[config.mk]
export PLATFORM = sky130hd
export DESIGN_NAME = turn_signal_flasher_flat
export DESIGN_NICKNAME = d
export VERILOG_FILES = /design/src/rtl/turn_signal_pkg.sv /design/src/rtl/turn_signal_flasher_if.sv /design/src/rtl/switch_debounce.sv /design/src/rtl/turn_signal_flasher.sv /design/src/flat_wrapper.sv
export SDC_FILE = /design/constraint.sdc
export NUM_CORES = 1
export LEC_CHECK = 0
export CAP_MARGIN = 30
export CORE_AREA = 2 2 127 129
export DETAILED_ROUTE_END_ITERATION = 8
export DIE_AREA = 0 0 129 131
export PLACE_DENSITY = 0.61
export SLEW_MARGIN = 20
export SYNTH_ARGS = -nofsm -noshare
export SYNTH_HDL_FRONTEND = slang
export SYNTH_SLANG_ARGS = --single-unit
export TNS_END_PERCENT = 50
[constraint.sdc]
create_clock -name clk -period 5.4 [get_ports clk]
set_input_delay 1.35 -clock clk [delete_from_list [all_inputs] [get_ports clk]]
set_output_delay 1.35 -clock clk [all_outputs]
set_load 0.02 [all_outputs]
[src/rtl/turn_signal_pkg.sv]
// Shared types and default constants for the turn-signal flasher.
package turn_signal_pkg;

    // Flasher FSM states; the encoding is exported on flash_state for debug.
    typedef enum logic [2:0] {
        StIdle   = 3'd0,
        StTurnL  = 3'd1,
        StTurnR  = 3'd2,
        StTapL   = 3'd3,
        StTapR   = 3'd4,
        StHazard = 3'd5
    } flash_state_e;

    localparam int unsigned DefDebounceCycles = 20000;
    localparam int unsigned DefHalfPeriod     = 2500000;
    localparam int unsigned DefTapCycles      = 5000000;
    localparam int unsigned DefComfortFlashes = 3;

    // True when the state drives the left lamp set.
    function automatic logic lamp_left(input flash_state_e s);
        return (s == StTurnL) || (s == StTapL) || (s == StHazard);
    endfunction

    // True when the state drives the right lamp set.
    function automatic logic lamp_right(input flash_state_e s);
        return (s == StTurnR) || (s == StTapR) || (s == StHazard);
    endfunction

endpackage

[src/rtl/turn_signal_flasher_if.sv]
// Switch inputs and lamp/click outputs of the turn-signal flasher.
interface turn_signal_flasher_if;
    logic       sw_turn_l;
    logic       sw_turn_r;
    logic       sw_hazard;
    logic       turn_left;
    logic       turn_right;
    logic       click;
    logic [2:0] flash_state;

    // Master owns the raw switches and observes the lamps.
    modport master (
        output sw_turn_l, sw_turn_r, sw_hazard,
        input  turn_left, turn_right, click, flash_state
    );

    // Slave (the flasher) reads the switches and drives the lamps.
    modport slave (
        input  sw_turn_l, sw_turn_r, sw_hazard,
        output turn_left, turn_right, click, flash_state
    );
endinterface

[src/rtl/switch_debounce.sv]
// Two-flop synchroniser followed by a consecutive-disagreement debouncer.
module switch_debounce
    import turn_signal_pkg::*;
#(
    parameter int unsigned DEBOUNCE_CYCLES = DefDebounceCycles
) (
    input  logic clk,
    input  logic rst,
    input  logic raw_i,
    output logic deb_o
);

    localparam int unsigned CntW = $clog2(DEBOUNCE_CYCLES + 1);
    localparam logic [CntW-1:0] CntLast = CntW'(DEBOUNCE_CYCLES - 1);

    logic            sync1_q, sync2_q;
    logic            deb_q, deb_d;
    logic [CntW-1:0] cnt_q, cnt_d;

    // Count disagreeing cycles; flip on the last one, any agreeing cycle clears the count.
    always_comb begin
        deb_d = deb_q;
        cnt_d = '0;
        if (sync2_q != deb_q) begin
            if (cnt_q == CntLast) begin
                deb_d = sync2_q;
            end else begin
                cnt_d = cnt_q + 1'b1;
            end
        end
    end

    // Synchroniser and debounce state.
    always_ff @(posedge clk or posedge rst) begin
        if (rst) begin
            sync1_q <= 1'b0;
            sync2_q <= 1'b0;
            deb_q   <= 1'b0;
            cnt_q   <= '0;
        end else begin
            sync1_q <= raw_i;
            sync2_q <= sync1_q;
            deb_q   <= deb_d;
            cnt_q   <= cnt_d;
        end
    end

    assign deb_o = deb_q;

endmodule

[src/rtl/turn_signal_flasher.sv]
// Turn-signal flasher: debounced lever/hazard arbitration, blink generation,
// comfort (lane-change) sequence on a short lever tap, and piezo click.
module turn_signal_flasher
    import turn_signal_pkg::*;
#(
    parameter int unsigned DEBOUNCE_CYCLES = DefDebounceCycles,
    parameter int unsigned HALF_PERIOD     = DefHalfPeriod,
    parameter int unsigned TAP_CYCLES      = DefTapCycles,
    parameter int unsigned COMFORT_FLASHES = DefComfortFlashes
) (
    input logic                  clk,
    input logic                  rst,
    turn_signal_flasher_if.slave bus
);

    localparam int unsigned HalfW  = $clog2(HALF_PERIOD + 1);
    localparam int unsigned HoldW  = $clog2(TAP_CYCLES + 1);
    localparam int unsigned FlashW = $clog2(COMFORT_FLASHES + 1);

    localparam logic [HalfW-1:0]  HalfLast = HalfW'(HALF_PERIOD - 1);
    localparam logic [HoldW-1:0]  HoldMax  = HoldW'(TAP_CYCLES);
    localparam logic [FlashW-1:0] FlashMax = FlashW'(COMFORT_FLASHES);

    logic deb_l, deb_r, deb_hazard;
    logic req_hz, req_l, req_r;

    flash_state_e      state_q, state_d;
    logic [HalfW-1:0]  half_cnt_q, half_cnt_d;
    logic [HoldW-1:0]  hold_cnt_q, hold_cnt_d;
    logic [FlashW-1:0] flash_cnt_q, flash_cnt_d;
    logic              phase_q, phase_d;
    logic              turn_left_q, turn_left_d;
    logic              turn_right_q, turn_right_d;
    logic              click_q, click_d;

    logic half_wrap, tap_done, short_hold, restart, enter_turn, stay_turn;

    switch_debounce #(.DEBOUNCE_CYCLES(DEBOUNCE_CYCLES)) u_deb_l (
        .clk   (clk),
        .rst   (rst),
        .raw_i (bus.sw_turn_l),
        .deb_o (deb_l)
    );

    switch_debounce #(.DEBOUNCE_CYCLES(DEBOUNCE_CYCLES)) u_deb_r (
        .clk   (clk),
        .rst   (rst),
        .raw_i (bus.sw_turn_r),
        .deb_o (deb_r)
    );

    switch_debounce #(.DEBOUNCE_CYCLES(DEBOUNCE_CYCLES)) u_deb_hz (
        .clk   (clk),
        .rst   (rst),
        .raw_i (bus.sw_hazard),
        .deb_o (deb_hazard)
    );

    // Both levers at once cancel each other rather than picking a side.
    assign req_hz = deb_hazard;
    assign req_l  = deb_l & ~deb_r;
    assign req_r  = deb_r & ~deb_l;

    assign half_wrap  = (half_cnt_q == HalfLast);
    assign tap_done   = half_wrap & ~phase_q & (flash_cnt_q == FlashMax);
    assign short_hold = (hold_cnt_q < HoldMax) && (flash_cnt_q < FlashMax);

    // Next-state arbitration: hazard beats lever beats everything else.
    always_comb begin
        state_d = state_q;
        unique case (state_q)
            StIdle: begin
                if (req_hz)     state_d = StHazard;
                else if (req_l) state_d = StTurnL;
                else if (req_r) state_d = StTurnR;
            end
            StTurnL: begin
                if (req_hz)      state_d = StHazard;
                else if (req_r)  state_d = StTurnR;
                else if (!req_l) state_d = short_hold ? StTapL : StIdle;
            end
            StTurnR: begin
                if (req_hz)      state_d = StHazard;
                else if (req_l)  state_d = StTurnL;
                else if (!req_r) state_d = short_hold ? StTapR : StIdle;
            end
            StTapL, StTapR: begin
                if (req_hz)        state_d = StHazard;
                else if (req_l)    state_d = StTurnL;
                else if (req_r)    state_d = StTurnR;
                else if (tap_done) state_d = StIdle;
            end
            StHazard: begin
                if (!req_hz) begin
                    if (req_l)      state_d = StTurnL;
                    else if (req_r) state_d = StTurnR;
                    else            state_d = StIdle;
                end
            end
            default: state_d = StIdle;
        endcase
    end

    // A tap continues the lamp set already blinking, so it is the only change that keeps phase.
    assign restart = (state_d != StIdle) && (state_d != state_q) &&
                     !((state_q == StTurnL) && (state_d == StTapL)) &&
                     !((state_q == StTurnR) && (state_d == StTapR));
    assign enter_turn = ((state_d == StTurnL) || (state_d == StTurnR)) && (state_d != state_q);
    assign stay_turn  = ((state_q == StTurnL) || (state_q == StTurnR)) && (state_d == state_q);

    // Blink phase, click, hold and flash counters, and the lamp levels for the next cycle.
    always_comb begin
        half_cnt_d  = half_cnt_q;
        phase_d     = phase_q;
        hold_cnt_d  = hold_cnt_q;
        flash_cnt_d = flash_cnt_q;
        click_d     = 1'b0;

        if (state_d == StIdle) begin
            half_cnt_d = '0;
            phase_d    = 1'b0;
        end else if (restart) begin
            half_cnt_d = '0;
            phase_d    = 1'b1;
            click_d    = 1'b1;
        end else if (half_wrap) begin
            half_cnt_d = '0;
            phase_d    = ~phase_q;
            click_d    = 1'b1;
            if (phase_q && (flash_cnt_q != FlashMax)) flash_cnt_d = flash_cnt_q + 1'b1;
        end else begin
            half_cnt_d = half_cnt_q + 1'b1;
        end

        if (enter_turn) begin
            hold_cnt_d  = '0;
            flash_cnt_d = '0;
        end else if (stay_turn && (hold_cnt_q != HoldMax)) begin
            hold_cnt_d = hold_cnt_q + 1'b1;
        end

        turn_left_d  = phase_d & lamp_left(state_d);
        turn_right_d = phase_d & lamp_right(state_d);
    end

    // FSM, counters and registered outputs.
    always_ff @(posedge clk or posedge rst) begin
        if (rst) begin
            state_q      <= StIdle;
            half_cnt_q   <= '0;
            hold_cnt_q   <= '0;
            flash_cnt_q  <= '0;
            phase_q      <= 1'b0;
            turn_left_q  <= 1'b0;
            turn_right_q <= 1'b0;
            click_q      <= 1'b0;
        end else begin
            state_q      <= state_d;
            half_cnt_q   <= half_cnt_d;
            hold_cnt_q   <= hold_cnt_d;
            flash_cnt_q  <= flash_cnt_d;
            phase_q      <= phase_d;
            turn_left_q  <= turn_left_d;
            turn_right_q <= turn_right_d;
            click_q      <= click_d;
        end
    end

    assign bus.turn_left   = turn_left_q;
    assign bus.turn_right  = turn_right_q;
    assign bus.click       = click_q;
    assign bus.flash_state = state_q;

endmodule

[src/flat_wrapper.sv]
// flat-port wrapper written by rule: the top's interface ports become plain ports
module turn_signal_flasher_flat import turn_signal_pkg::*;
#(
    parameter int unsigned DEBOUNCE_CYCLES = DefDebounceCycles,
    parameter int unsigned HALF_PERIOD     = DefHalfPeriod,
    parameter int unsigned TAP_CYCLES      = DefTapCycles,
    parameter int unsigned COMFORT_FLASHES = DefComfortFlashes
)
  (clk, rst, bus_sw_turn_l, bus_sw_turn_r, bus_sw_hazard, bus_turn_left, bus_turn_right, bus_click, bus_flash_state);
  turn_signal_flasher_if bus_i ();
  input logic clk;
  input logic rst;
  input wire logic [$bits(bus_i.sw_turn_l)-1:0] bus_sw_turn_l;
  input wire logic [$bits(bus_i.sw_turn_r)-1:0] bus_sw_turn_r;
  input wire logic [$bits(bus_i.sw_hazard)-1:0] bus_sw_hazard;
  output wire logic [$bits(bus_i.turn_left)-1:0] bus_turn_left;
  output wire logic [$bits(bus_i.turn_right)-1:0] bus_turn_right;
  output wire logic [$bits(bus_i.click)-1:0] bus_click;
  output wire logic [$bits(bus_i.flash_state)-1:0] bus_flash_state;
  assign bus_i.sw_turn_l = bus_sw_turn_l;
  assign bus_i.sw_turn_r = bus_sw_turn_r;
  assign bus_i.sw_hazard = bus_sw_hazard;
  assign bus_turn_left = bus_i.turn_left;
  assign bus_turn_right = bus_i.turn_right;
  assign bus_click = bus_i.click;
  assign bus_flash_state = bus_i.flash_state;
  turn_signal_flasher #(.DEBOUNCE_CYCLES(DEBOUNCE_CYCLES), .HALF_PERIOD(HALF_PERIOD), .TAP_CYCLES(TAP_CYCLES), .COMFORT_FLASHES(COMFORT_FLASHES)) u_core (.clk(clk), .rst(rst), .bus(bus_i));
endmodule
==> job_summary.md, run 1 <==
## PnR job results

| Metric | Value |
|---|---|
| Status | `finished clean` |
| Share of layout cells above drive strength 1 | `5.26%` |
| Final Critical Period | `3.86 ns` |
| Logic area | `2520 sq um` |
| Max Freq | `259 MHz` |
| IO Pins | `11` |
| Mean Syn Cell Area | `9.67 sq um` |
| CP Class | `flip-flop to flip-flop` |
| Post-Synth Adder-Cell Area | `1.86%` |
| Seq share, synth | `50.3%` |
| Unrepaired setup endpoints after global routing | `false` |
| Dpl cells | `770` |
| H-tree levels | `3` |
| Synth Flop Type | `dfrtp_1` |
| Post-synthesis cell type count | `53` |
| XOR/XNOR Area Share | `13.2%` |
| Rel. slew slack | `58.1%` |
| Grt total ovfl | `0` |
| Worst min path class | `flip-flop to flip-flop` |
| Basic Gates by Area | `25.2%` |
| Die ar. | `16,900 sq um` |
| Area Overhead vs Synth | `13.0%` |
| Die Y | `131 microns` |
| Init Core Util | `34.5%` |
| Syn. warnings | `0` |
| Syn Inst Count | `556` |
| DR pass1 iterations | `4` |
| Number of enable flip-flop cells | `0` |
| Placed cell areas | `5730 sq um` |
| Post-synth top area cell | `dfrtp_1` |
| Worst Tran Pin Value | `0.622 ns` |
| Hold path cells | `0` |
| R2R Setup Slk | `1.54 ns` |
| Hold Startpoint | `u_core.u_deb_l.sync1_q` |
| Sequential Area | `2700 sq um` |
| Hold_buf cts | `0` |
| Setup TNS | `0 ns` |
| Yosys chip area | `5380 sq um` |
| Post-route clock period utilization | `71.5%` |
| Crit path required time | `5.68 ns` |
| Fill cell count | `1,537` |
| Syn nets | `569` |
| Mapped Area | `5380 sq um` |
| Top area cell types | `dfrtp_1 (50%), nor2_1 (7.8%), xor2_1 (6.7%)` |
| Worst r2r src | `u_core.half_cnt_q[6]` |
| Post-DP HPWL | `7130 microns` |
| Cells on worst reg2reg path | `11` |
| Top logic family | `simple AND/OR/NAND/NOR gates` |
| Hold_ws | `0.352 ns` |
| Leakage | `0.00252 uW` |
| Postcts setup bufs | `0` |
| Final setup vio count | `0` |
| Yosys top cell area share | `50.3%` |
| Final Hold Viols | `0` |
| Crit path arrival time | `4.14 ns` |
| CTS Buffer Depth | `2` |
| Die extent in x | `129 microns` |
| Clock-pin slew on the worst setup and hold paths | `0.07 ns` |
| Gpl congestion | `0.869` |
| Post-synth regs | `108` |
| Crit-path max FO | `19` |
| Post-CTS sizing | `0` |
| Max-cap violations | `0` |
| Worst r2r dst | `u_core.hold_cnt_q[20]` |
| Fin cells | `786` |
| FFs w/ async S/R, synth | `100%` |
| Fin. max-slew vios | `0` |
| First-pass GRT wire length | `18,100 microns` |
| Initial antenna violation count | `0` |
| Hold path endpoint | `u_core.u_deb_l.sync2_q` |
| Vias per cell | `5.01` |
| Starting DRT DRC Count | `306` |
| Total Power | `1620 uW` |
| Late-Pin Clk Latency | `0.35 ns` |
| AO/OA Area Share | `5.42%` |
| Largest net degree at the start of global routing | `60` |
| CTS buffer count | `9` |
| Diode count | `0` |
| Final instance area | `6070 sq um` |
| Worst VDD drop | `0.000220 V` |
| Synth mux share | `1.21%` |
| Core footprint | `15,600 sq um` |
| Log Warnings | `27` |
| Skew final | `0.00928 ns` |
| Root buffer cell | `clkbuf_16` |
| Routed Antenna Nets | `0` |
| CTS tree | `done` |
| Critical Path Sink Type | `flip-flop` |
| Row cnt | `46` |
| DRC Markers | `0` |
| IO buf count | `10` |
| # nets final | `578` |
| CP Launch Type | `flip-flop` |
| P per Cell Area | `267 nW/um^2` |
| Vias in the first global route | `3,845` |
| Ys cells | `556` |
-- run 1: area by class of cell --
cell class	count	area share [%]
flip-flops and latches	108	44.5
multi-input cells	412	41.5
well taps	216	4.45
clock buffers	10	3.77
repair buffers	15	2.60
clock inverters	6	1.96
inverters	19	1.22
-- run 1: through the flow --
step	worst slack [ns]	utilization [%]
final	1.54	38.9
after global routing	1.24	38.9
after CTS	1.58	38.9
after detailed placement	1.60	36.7
after global placement	1.68	36.5
after floorplan	1.20	-
-- run 1: worst max-delay path: stages (launching register included) --
cell and delay, ns:
dfrtp_1 0.42, or4_1 0.52, nor4_1 0.55, ha_1 0.24, and2_1 0.15, a2111oi_0 0.09, nor2_1 0.19, o311ai_1 0.13
a21o_1 0.39, or2_1 0.41, or4_1 0.54, a21oi_1 0.15
-- run 1: routing by layer --
metal	up-vias	routed length [microns]	global-route usage, %
met3	13	257	3.22
met5	-	0	0
li1	1928	-	-
met4	0	200	4.86
met1	1940	4960	17.4
met2	54	5060	21.7
-- run 1: synthesized netlist by cell type, types with 12 or more instances --
cell      count
inv_1        19
xnor2_1      40
and3_1       13
clkbuf_1     15
dfrtp_1     108
nor3_1       16
nand2_1      35
nor2_1      112
xor2_1       41
nor4_1       12
nand4_1      20
nand3_1      36
-- run 1: worst max-delay path by stage --
stage / from / endpoint / slack (ns) / cells past startpoint
2_1_floorplan: rst / u_core.bus.click / 1.20 / 1
3_3_place_gp: u_core.half_cnt_q[6] / u_core.hold_cnt_q[20] / 1.68 / 11
3_5_place_dp: u_core.half_cnt_q[6] / u_core.hold_cnt_q[20] / 1.60 / 11
4_1_cts: u_core.half_cnt_q[6] / u_core.hold_cnt_q[20] / 1.58 / 11
5_1_grt: u_core.half_cnt_q[5] / u_core.hold_cnt_q[20] / 1.24 / 12
6_report: u_core.half_cnt_q[6] / u_core.hold_cnt_q[20] / 1.54 / 11
-- run 1: state kept, by name, indices dropped and copies added, names as in the netlist, 2 cells and up --
register	flops
u_core.u_deb_l.cnt_q	15
u_core.u_deb_r.cnt_q	15
u_core.flash_cnt_q	2
u_core.half_cnt_q	22
u_core.u_deb_hz.cnt_q	15
u_core.bus.flash_state	3
u_core.hold_cnt_q	23
-- run 1: cells in the final DEF, fill, tap and decap left out, drive strengths merged, types with 2 or more instances in the layout --
cell,Yosys,final
a21oi,7,7
nor2,112,112
o21ai,3,3
nand4,20,20
nand2,35,35
nor4b,8,8
nor3,16,16
clkdlybuf4s50,0,10
clkbuf,15,10
dfrtp,108,108
or2,2,2
buf,2,5
and3,13,13
nor3b,2,2
o31ai,2,2
and2,3,3
mux2,4,4
nand2b,7,7
ha,8,8
nor2b,2,2
xnor2,40,40
xor2,41,41
inv,19,21
bufinv,0,3
nand4bb,2,2
mux2i,2,2
or4,3,3
or3,3,3
nor4,12,12
o41ai,2,2
a211oi,4,4
a211o,2,2
a2111oi,2,2
a31o,2,2
nand3,36,36
-- run 1: where the power goes --
| part | switching [uW] | internal, uW |
|---|---|---|
| logic | 26.9 | 11.8 |
| clock network | 304 | 459 |
| registers | 6.78 | 816 |
Run 1, clock wiring as the flow saved it:
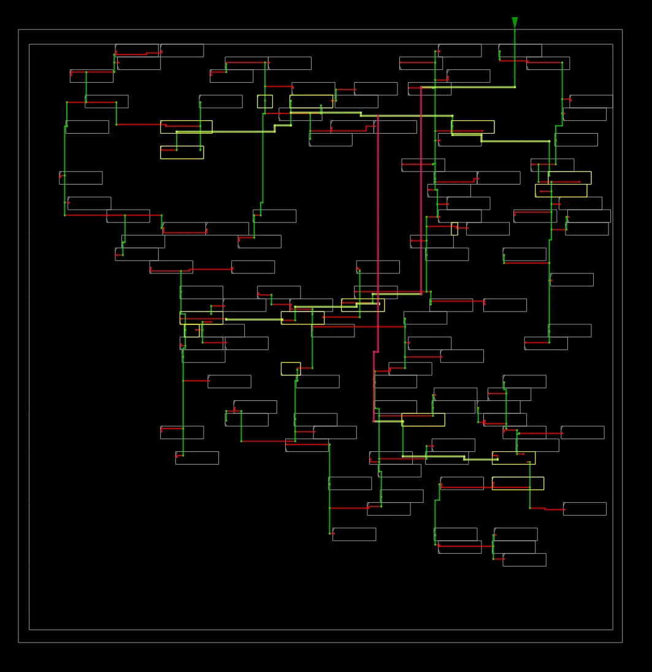
Clock group: 763 uW
Sink Count: 108

Run 1, wires at chosen ports, followed through buffers:
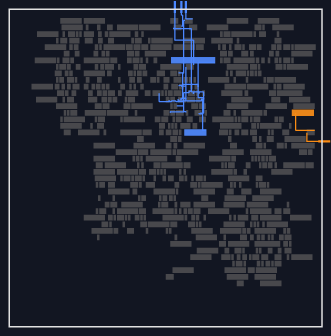
Key: orange = `bus_sw_turn_r` [bits 1, direction input, edge east, end cells 1, buffers 1, wire 23.8 microns]; blue = `bus_flash_state` [bits 3, direction output, edge north, end cells 3, buffers 3, wire 249 microns]

Run 1, routed metal, one color a layer:
The bar under the picture is 50 microns long.
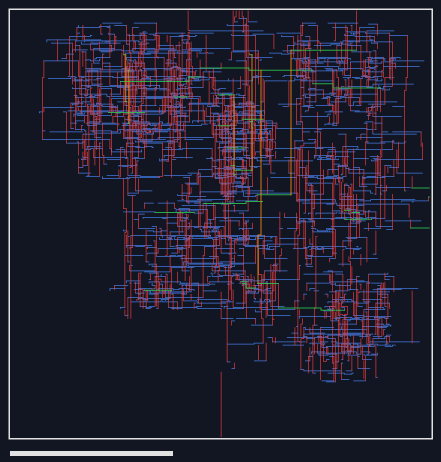
Key: red = met2 [wire length 5,060 microns]; green = met3 [wire length 258 microns]; blue = met1 [wire length 4,960 microns]; orange = met4 [wire length 201 microns]
Routed WL per cell: 13.3 microns
via count: 3,935
WL final: 10,500 microns
gr usage total: 13.3%

Run 1, drive-strength map:
The bar under the picture is 50 microns long.
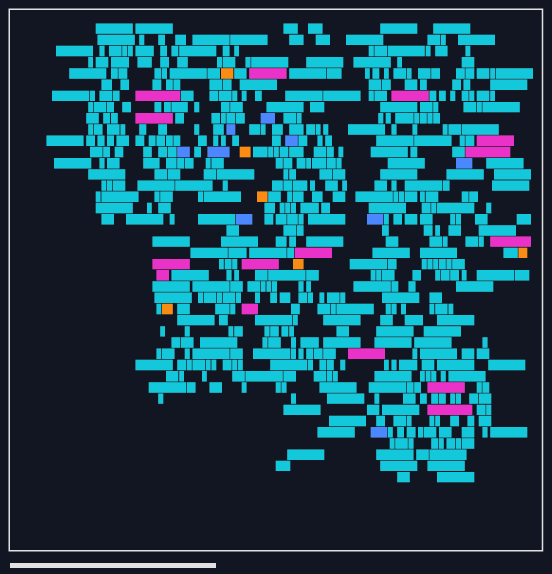

==> run 2, diff against run 1 <==
--- a/config.mk
+++ b/config.mk
@@ -9,7 +9,7 @@
 export CORE_AREA = 2 2 127 129
 export DETAILED_ROUTE_END_ITERATION = 8
 export DIE_AREA = 0 0 129 131
-export PLACE_DENSITY = 0.61
+export PLACE_DENSITY = 0.62
 export SLEW_MARGIN = 20
 export SYNTH_ARGS = -nofsm -noshare
 export SYNTH_HDL_FRONTEND = slang
==> constraint.sdc (replaced) <==
create_clock -name clk -period 3.3 [get_ports clk]
set_input_delay 0.825 -clock clk [delete_from_list [all_inputs] [get_ports clk]]
set_output_delay 0.825 -clock clk [all_outputs]
set_load 0.02 [all_outputs]
Run 2, drive-strength map:
The bar under the picture is 50 microns long.
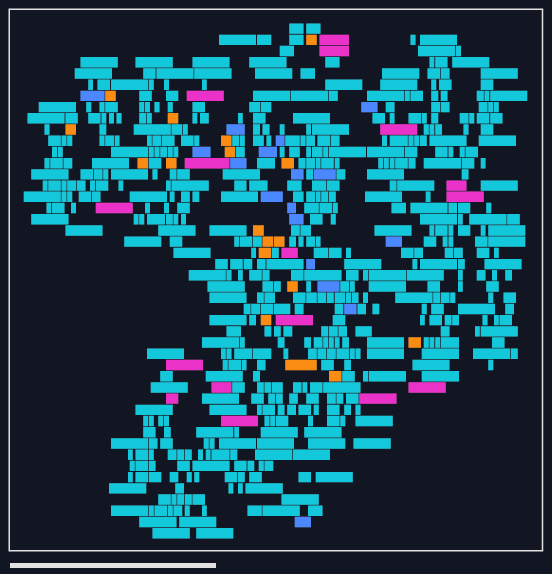
Key: magenta = drive 6 and up [cells 16, most used clkbuf_16]; orange = drive 3 to 4 [cells 18, most used buf_4]; cyan = drive 1 or less [cells 529, most used nor2_1]; blue = drive 2 [cells 17, most used mux2_2]

==> job_summary.md, run 2 <==
## PnR job results

| Metric | Value |
|---|---|
| Max-cap violations | `0 (unchanged)` |
| Met1 WL | `4620 microns (was 4960 microns)` |
| Worst min path class | `flip-flop to flip-flop (unchanged)` |
| Largest net degree at the start of global routing | `60 (unchanged)` |
| Most flops, register | `u_core.hold_cnt_q (unchanged)` |
| Final Critical Period | `3.11 ns (was 3.86 ns)` |
| Max Freq | `322 MHz (was 259 MHz)` |
| Clock share of power | `44.3% (was 47.0%)` |
| Die Y | `131 microns (unchanged)` |
| Fill cell count | `1,511 (was 1,537)` |
| Syn. warnings | `0 (unchanged)` |
| Crit-path max FO | `5 (was 19)` |
| Grt total ovfl | `0 (unchanged)` |
| # nets final | `588 (was 578)` |
| Largest regs | `u_core.hold_cnt_q (23), u_core.half_cnt_q (22) (unchanged)` |
| CP Class | `flip-flop to flip-flop (unchanged)` |
| Status | `finished clean (unchanged)` |
| WL final | `10,400 microns (was 10,500 microns)` |
| CTS buffer count | `9 (unchanged)` |
| Skew final | `0.00864 ns (was 0.00928 ns)` |
| First-pass GRT wire length | `18,400 microns (was 18,100 microns)` |
| Rel. slew slack | `65.4% (was 58.1%)` |
| Core Util, Final | `39.7% (was 38.9%)` |
| IO buf count | `10 (unchanged)` |
| CTS Buffer Depth | `2 (unchanged)` |
| Top area cell types | `dfrtp_1 (50%), nor2_1 (7.8%), xor2_1 (6.7%) (unchanged)` |
| Flop pwr share | `53.1% (was 50.6%)` |
| Crit path arrival time | `3.39 ns (was 4.14 ns)` |
| Die ar. | `16,900 sq um (unchanged)` |
| Largest register FFs | `23 (unchanged)` |
| Final Hold Viols | `0 (unchanged)` |
| Post-route clock period utilization | `94.2% (was 71.5%)` |
| DRC Markers | `0 (unchanged)` |
| Share of layout cells above drive strength 1 | `8.79% (was 5.26%)` |
| Yosys chip area | `5380 sq um (unchanged)` |
| Sw frac | `21.4% (was 20.8%)` |
| Post-synth top area cell | `dfrtp_1 (unchanged)` |
| H-tree levels | `3 (unchanged)` |
| Vias in the first global route | `4,018 (was 3,845)` |
| CP Launch Type | `flip-flop (unchanged)` |
| Mean Syn Cell Area | `9.67 sq um (unchanged)` |
| Gpl congestion | `0.874 (was 0.869)` |
| Switch Pwr | `542 uW (was 337 uW)` |
| Sink Count | `108 (unchanged)` |
| Yosys top cell area share | `50.3% (unchanged)` |
| Seq share, synth | `50.3% (unchanged)` |
| Top layer in use | `met4 (unchanged)` |
| Worst Tran Pin Value | `0.518 ns (was 0.622 ns)` |
| Die extent in x | `129 microns (unchanged)` |
| Highest-count logic cell in the final layout | `nor2_1 (unchanged)` |
| Comb power frac | `2.5% (was 2.4%)` |
| Root buffer cell | `clkbuf_16 (unchanged)` |
| Syn nets | `569 (unchanged)` |
| CTS tree | `done (unchanged)` |
| Final setup vio count | `0 (unchanged)` |
| Post-DP HPWL | `7220 microns (was 7130 microns)` |
| Row cnt | `46 (unchanged)` |
| Number of enable flip-flop cells | `0 (unchanged)` |
| Most frequent cells in the layout | `nor2_1 (110), dfrtp_1 (108), xor2_1 (41), xnor2_1 (40), nand3_1 (36) (was nor2_1 (112), dfrtp_1 (108), xor2_1 (41), xnor2_1 (40), nand3_1 (36))` |
| Gr usage total | `13.6% (was 13.3%)` |
| Met3 routed WL | `343 microns (was 257 microns)` |
| Syn Inst Count | `556 (unchanged)` |
| Met2 wire length | `5210 microns (was 5060 microns)` |
| Critical Path Sink Type | `flip-flop (unchanged)` |
| Starting DRT DRC Count | `229 (was 306)` |
| Vias per cell | `4.99 (was 5.01)` |
| Log Warnings | `28 (was 27)` |
| Count leader, synth | `nor2_1 (unchanged)` |
| Synth Flop Type | `dfrtp_1 (unchanged)` |
| Initial antenna violation count | `0 (unchanged)` |
| Clock-pin slew on the worst setup and hold paths | `0.07 ns (about the same)` |
| Routed Antenna Nets | `0 (unchanged)` |
| Late-Pin Clk Latency | `0.36 ns (was 0.35 ns)` |
| FFs w/ async S/R, synth | `100% (unchanged)` |
| DR pass1 iterations | `4 (unchanged)` |
| Leakage | `0.00256 uW (was 0.00252 uW)` |
==> run 2: cell counts after synthesis <==
Identical to the previous run, type by type.
==> run 2: cell type report <==
class                      instances  area, sq um  area share [%]
sequential                       108         2700            43.7
multi-input combinational        412         2580            41.8
tap                              216          270            4.37
clock buffer                      12          256            4.15
timing repair buffer              25          241            3.90
inverter                          19         75.1            1.21
clock inverter                     4         56.3           0.910
==> run 2: cells by family after synthesis <==
family,after synthesis,share of synthesized area (%)
and+or+nand+nor,279,25.2
DFF,108,50.3
xor gates and xnor gates,81,13.2
AOI/OAI and AO/OA,38,5.42
buffers and inverters,36,2.79
adders and majority gates,8,1.86
muxes,6,1.21
==> run 2: power groups by stage <==
stage	sequential [uW]	combinational (uW)	clock (uW)
after floorplan	1370	43.6	0
after global placement	1370	64.5	0
after detailed placement	1370	66.2	0
after CTS	1350	66.7	1170
after global routing	1350	75.5	1210
final	1350	63.5	1120
==> run 2: final timing paths <==
kind | from | end | slack, ns | depth (start not counted)
worst max register to register | u_core.half_cnt_q[6] | u_core.hold_cnt_q[20] | 0.19 | 12
worst min register to register | u_core.u_deb_l.sync1_q | u_core.u_deb_l.sync2_q | 0.35 | 0
max in group asynchronous | rst | u_core.u_deb_l.cnt_q[9] | 2.10 | 3
worst min-delay path | u_core.u_deb_l.sync1_q | u_core.u_deb_l.sync2_q | 0.35 | 0
worst max-delay path | u_core.half_cnt_q[6] | u_core.hold_cnt_q[20] | 0.19 | 12
min in group asynchronous | rst | u_core.u_deb_r.sync1_q | 0.90 | 3
==> run 2: worst max-delay path, cell delays in order, from the launching register on <==
cell      delay [ns]
dfrtp_1         0.40
or4_1           0.54
nor4_2          0.22
buf_4           0.16
ha_1            0.13
and2_4          0.15
o221ai_1        0.12
o211a_1         0.15
mux2i_1         0.19
nor2_2          0.09
or2_4           0.26
or4_1           0.49
a21oi_1         0.15
==> run 2: routing by layer <==
layer	up-vias	GRT usage, %
li1	1942	-
met3	17	3.01
met5	-	0
met4	0	7.03
met2	60	23.5
met1	1951	16.0
==> run 2: through the flow <==
stage / hold slack, ns / instance area, sq um / instances / total power (uW) / setup TNS (ns)
4_1_cts: 0.357 / 6110 / 795 / 2580 / 0
2_1_floorplan: 0.331 / 5380 / 556 / 1410 / -0.00137
3_5_place_dp: 0.340 / 5800 / 779 / 1440 / 0
3_3_place_gp: 0.344 / 5800 / 779 / 1440 / 0
6_report: 0.350 / 6180 / 796 / 2530 / 0
5_1_grt: 0.368 / 6180 / 796 / 2640 / -0.267
==> run 2: timing repair <==
action | CTS | global route
endpoints found under the setup margin | 0 | 47
hold buffers | 0 | 0
resized | 0 | 14
buffers inserted | 0 | 1
Run 2, clock wiring as the flow saved it:
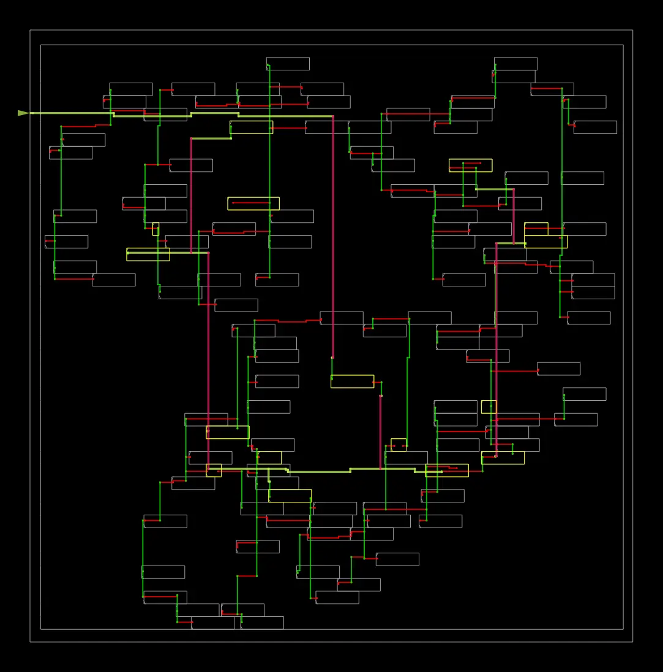

==> run 3, diff against run 2 <==
--- a/config.mk
+++ b/config.mk
@@ -6,12 +6,13 @@
 export NUM_CORES = 1
 export LEC_CHECK = 0
 export CAP_MARGIN = 30
-export CORE_AREA = 2 2 127 129
+export CORE_AREA = 2 2 129 131
 export DETAILED_ROUTE_END_ITERATION = 8
-export DIE_AREA = 0 0 129 131
+export DIE_AREA = 0 0 131 133
 export PLACE_DENSITY = 0.62
 export SLEW_MARGIN = 20
 export SYNTH_ARGS = -nofsm -noshare
 export SYNTH_HDL_FRONTEND = slang
+export SYNTH_HIERARCHICAL = 1
 export SYNTH_SLANG_ARGS = --single-unit
 export TNS_END_PERCENT = 50
Run 3, clock wiring as the flow saved it:
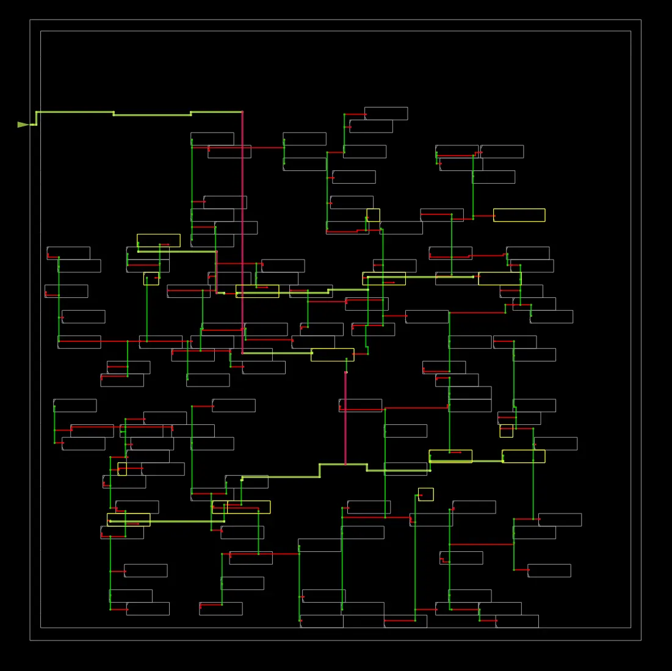
skew final: 0.00633 ns
# clk buffers: 9
Late-Pin Clk Latency: 0.35 ns
CTS buffer count: 9
Clock group: 1100 uW

==> job_summary.md, run 3 <==
## PnR job results

| Metric | Value |
|---|---|
| Worst Tran Pin Value | `0.672 ns (was 0.518 ns)` |
| Post-synth top area cell | `dfrtp_1 (unchanged)` |
| Most frequent cells in the layout | `dfrtp_1 (108), nor2_1 (103), xnor2_1 (57), nand3_1 (38), inv_1 (34) (was nor2_1 (110), dfrtp_1 (108), xor2_1 (41), xnor2_1 (40), nand3_1 (36))` |
| Gr usage total | `13.6% (about the same)` |
| Worst VDD drop | `0.000263 V (was 0.000229 V)` |
| Hold path cells | `0 (unchanged)` |
| Root buffer cell | `clkbuf_16 (unchanged)` |
| Final instance area | `6500 sq um (was 6180 sq um)` |
| Cells on worst reg2reg path | `13 (was 12)` |
| Post-DP HPWL | `7710 microns (was 7220 microns)` |
| Final setup margin | `0.109 ns (was 0.192 ns)` |
| Yosys chip area | `5550 sq um (was 5380 sq um)` |
| Syn. warnings | `6 (was 0)` |
| CTS Buffer Depth | `2 (unchanged)` |
| Via count | `4,239 (was 3,970)` |
| Largest register FFs | `23 (unchanged)` |
| Core footprint | `16,200 sq um (was 15,600 sq um)` |
| Die Y | `133 microns (was 131 microns)` |
| Leakage | `0.00259 uW (was 0.00256 uW)` |
| Critical Path Sink Type | `flip-flop (unchanged)` |
| Fin. max-slew vios | `0 (unchanged)` |
| P per Cell Area | `385 nW/um^2 (was 410 nW/um^2)` |
| Syn nets | `597 (was 569)` |
| Post-synthesis cell type count | `53 (unchanged)` |
| Pre-CTS WS | `-0.148 ns (was 0.0498 ns)` |
| Init Core Util | `34.3% (was 34.5%)` |
| Die ar. | `17,400 sq um (was 16,900 sq um)` |
| Met1 WL | `5210 microns (was 4620 microns)` |
| Hold path endpoint | `u_core/u_deb_hz/sync2_q (was u_core.u_deb_l.sync2_q)` |
| Starting DRT DRC Count | `255 (was 229)` |
| Seq share, synth | `48.7% (was 50.3%)` |
| Largest regs | `u_core/hold_cnt_q (23), u_core/half_cnt_q (22) (was u_core.hold_cnt_q (23), u_core.half_cnt_q (22))` |
| Max Freq | `313 MHz (was 322 MHz)` |
| Top area cell types | `dfrtp_1 (49%), xnor2_1 (9.0%), nor2_1 (7.0%) (was dfrtp_1 (50%), nor2_1 (7.8%), xor2_1 (6.7%))` |
| Top layer in use | `met4 (unchanged)` |
| H-tree levels | `3 (unchanged)` |
| Count leader, synth | `dfrtp_1 (was nor2_1)` |
| DRC Markers | `0 (unchanged)` |
| Sink Count | `108 (unchanged)` |
| Fill cell count | `1,552 (was 1,511)` |
| Max-cap violations | `0 (unchanged)` |
| Synth top cells by count | `dfrtp_1 (108), nor2_1 (103), xnor2_1 (57) (was nor2_1 (112), dfrtp_1 (108), xor2_1 (41))` |
| Met3 routed WL | `379 microns (was 343 microns)` |
| Mean Syn Cell Area | `9.50 sq um (was 9.67 sq um)` |
| Worst r2r dst | `u_core/hold_cnt_q[7] (was u_core.hold_cnt_q[20])` |
| Number of enable flip-flop cells | `0 (unchanged)` |
| Largest net degree at the start of global routing | `24 (was 60)` |
| DR pass1 iterations | `5 (was 4)` |
| Worst min path class | `flip-flop to flip-flop (unchanged)` |
| CP Class | `flip-flop to flip-flop (unchanged)` |
| Crit path arrival time | `3.47 ns (was 3.39 ns)` |
| Final Critical Period | `3.19 ns (was 3.11 ns)` |
| First-pass GRT wire length | `19,200 microns (was 18,400 microns)` |
| Area Overhead vs Synth | `17.2% (was 15.1%)` |
| R2R Setup Slk | `0.11 ns (was 0.19 ns)` |
| CTS tree | `done (unchanged)` |
| Worst r2r src | `u_core/half_cnt_q[0] (was u_core.half_cnt_q[6])` |
| IO buf count | `10 (unchanged)` |
| Yosys top cell area share | `48.7% (was 50.3%)` |
| Die extent in x | `131 microns (was 129 microns)` |
| Vias per cell | `5.03 (was 4.99)` |
| Routed WL per cell | `13.3 microns (was 13.1 microns)` |
| Hold Startpoint | `u_core/u_deb_hz/sync1_q (was u_core.u_deb_l.sync1_q)` |
| Post-route clock period utilization | `96.7% (was 94.2%)` |
| Most flops, register | `u_core/hold_cnt_q (was u_core.hold_cnt_q)` |
| Clock-pin slew on the worst setup and hold paths | `0.07 ns (about the same)` |
| Row cnt | `47 (was 46)` |
| Highest-count logic cell in the final layout | `dfrtp_1 (was nor2_1)` |
| IO Pins | `11 (unchanged)` |
| Diode count | `0 (unchanged)` |
| Final setup vio count | `0 (unchanged)` |
| CP Launch Type | `flip-flop (unchanged)` |
| Rel. slew slack | `55.2% (was 65.4%)` |
| Crit path required time | `3.58 ns (was 3.59 ns)` |
| Total Power | `2500 uW (was 2530 uW)` |
| Initial antenna violation count | `0 (unchanged)` |
| Status | `finished clean (unchanged)` |
| WL final | `11,200 microns (was 10,400 microns)` |
| Placed cell areas | `6010 sq um (was 5800 sq um)` |
| Gpl congestion | `0.853 (was 0.874)` |
| FFs w/ async S/R, synth | `100% (unchanged)` |
| Setup TNS | `0 ns (unchanged)` |
| Share of layout cells above drive strength 1 | `11.9% (was 8.79%)` |
| Synth Flop Type | `dfrtp_1 (unchanged)` |
| Crit-path max FO | `3 (was 5)` |
| Routed Antenna Nets | `0 (unchanged)` |
| Mapped Area | `5550 sq um (was 5380 sq um)` |
| Vias in the first global route | `4,094 (was 4,018)` |
| Post-synth regs | `108 (unchanged)` |
| Met2 wire length | `5550 microns (was 5210 microns)` |
| Syn Inst Count | `584 (was 556)` |
| # nets final | `630 (was 588)` |
| Grt total ovfl | `0 (unchanged)` |
| Final Hold Viols | `0 (unchanged)` |
| Log Warnings | `27 (was 28)` |
| Ys cells | `584 (was 556)` |
## run 3: critical path, stage by stage (launching register included)
cell and delay (ns):
dfrtp_1 0.41, ha_4 0.16, nand4_1 0.15, nor4_2 0.31
buf_4 0.17, ha_4 0.13, nand2_4 0.05, a22oi_2 0.20
o21ai_2 0.10, a2111oi_4 0.34, o221ai_2 0.17, or2_1 0.25
or4_1 0.53, a21oi_2 0.15
## run 3: what timing repair did
action,in CTS,in global routing
gates resized,2,20
endpoints found under the setup margin,13,51
cloned,0,1
hold buffers,0,0
pin swaps,2,10
setup buffers,1,5
## run 3: logic make-up (layout without fill, tap and decap cells)
logic type | Yosys count | count (layout) | share of synthesized area (%)
multiplexers | 3 | 3 | 0.811
adder cells (fa/ha/maj) | 8 | 8 | 1.80
AND-OR/OR-AND | 49 | 49 | 6.02
AND/OR/NAND/NOR | 292 | 292 | 27.0
buffers and inverters | 48 | 86 | 3.67
XOR/XNOR | 76 | 76 | 12.0
flip-flops | 108 | 108 | 48.7
## run 3: worst max path at each step
| stage | start | to | cells past startpoint |
|---|---|---|---|
| 3_3_place_gp | u_core/half_cnt_q[9] | u_core/hold_cnt_q[7] | 13 |
| 6_report | u_core/half_cnt_q[0] | u_core/hold_cnt_q[7] | 13 |
| 4_1_cts | u_core/half_cnt_q[5] | u_core/hold_cnt_q[21] | 14 |
| 2_1_floorplan | u_core/half_cnt_q[5] | u_core/hold_cnt_q[7] | 13 |
| 5_1_grt | u_core/half_cnt_q[0] | u_core/hold_cnt_q[7] | 13 |
| 3_5_place_dp | u_core/half_cnt_q[5] | u_core/hold_cnt_q[21] | 14 |
## run 3: where the power goes
group          switching (uW)  total [uW]  internal, uW
Combinational            43.3        60.6          17.3
Clock                     503        1100           593
Sequential               12.3        1350          1330
## run 3: cell type report
cell class              instances  area (sq um)  area share (%)
clock inverters                 7          76.3            1.17
well taps                     220           275            4.23
flip-flops and latches        108          2700            41.6
multi-input cells             428          2760            42.5
inverters                      35           131            2.02
repair buffers                 35           330            5.08
clock buffers                   9           225            3.46
## run 3: stage by stage
step	util, %	std cells	hold slack, ns
2_1_floorplan	-	584	0.331
3_3_place_gp	37.2	819	0.334
3_5_place_dp	37.2	819	0.337
4_1_cts	39.2	836	0.346
5_1_grt	40.2	842	0.363
6_report	40.2	842	0.345
## run 3: layer usage
layer  vias to the layer above  GRT usage, %
li1                       2083             -
met1                      2091          18.2
met2                        57          21.8
met3                         8          3.72
met4                         0          3.66
met5                         -             0
Power and IR drop assume default switching activity.
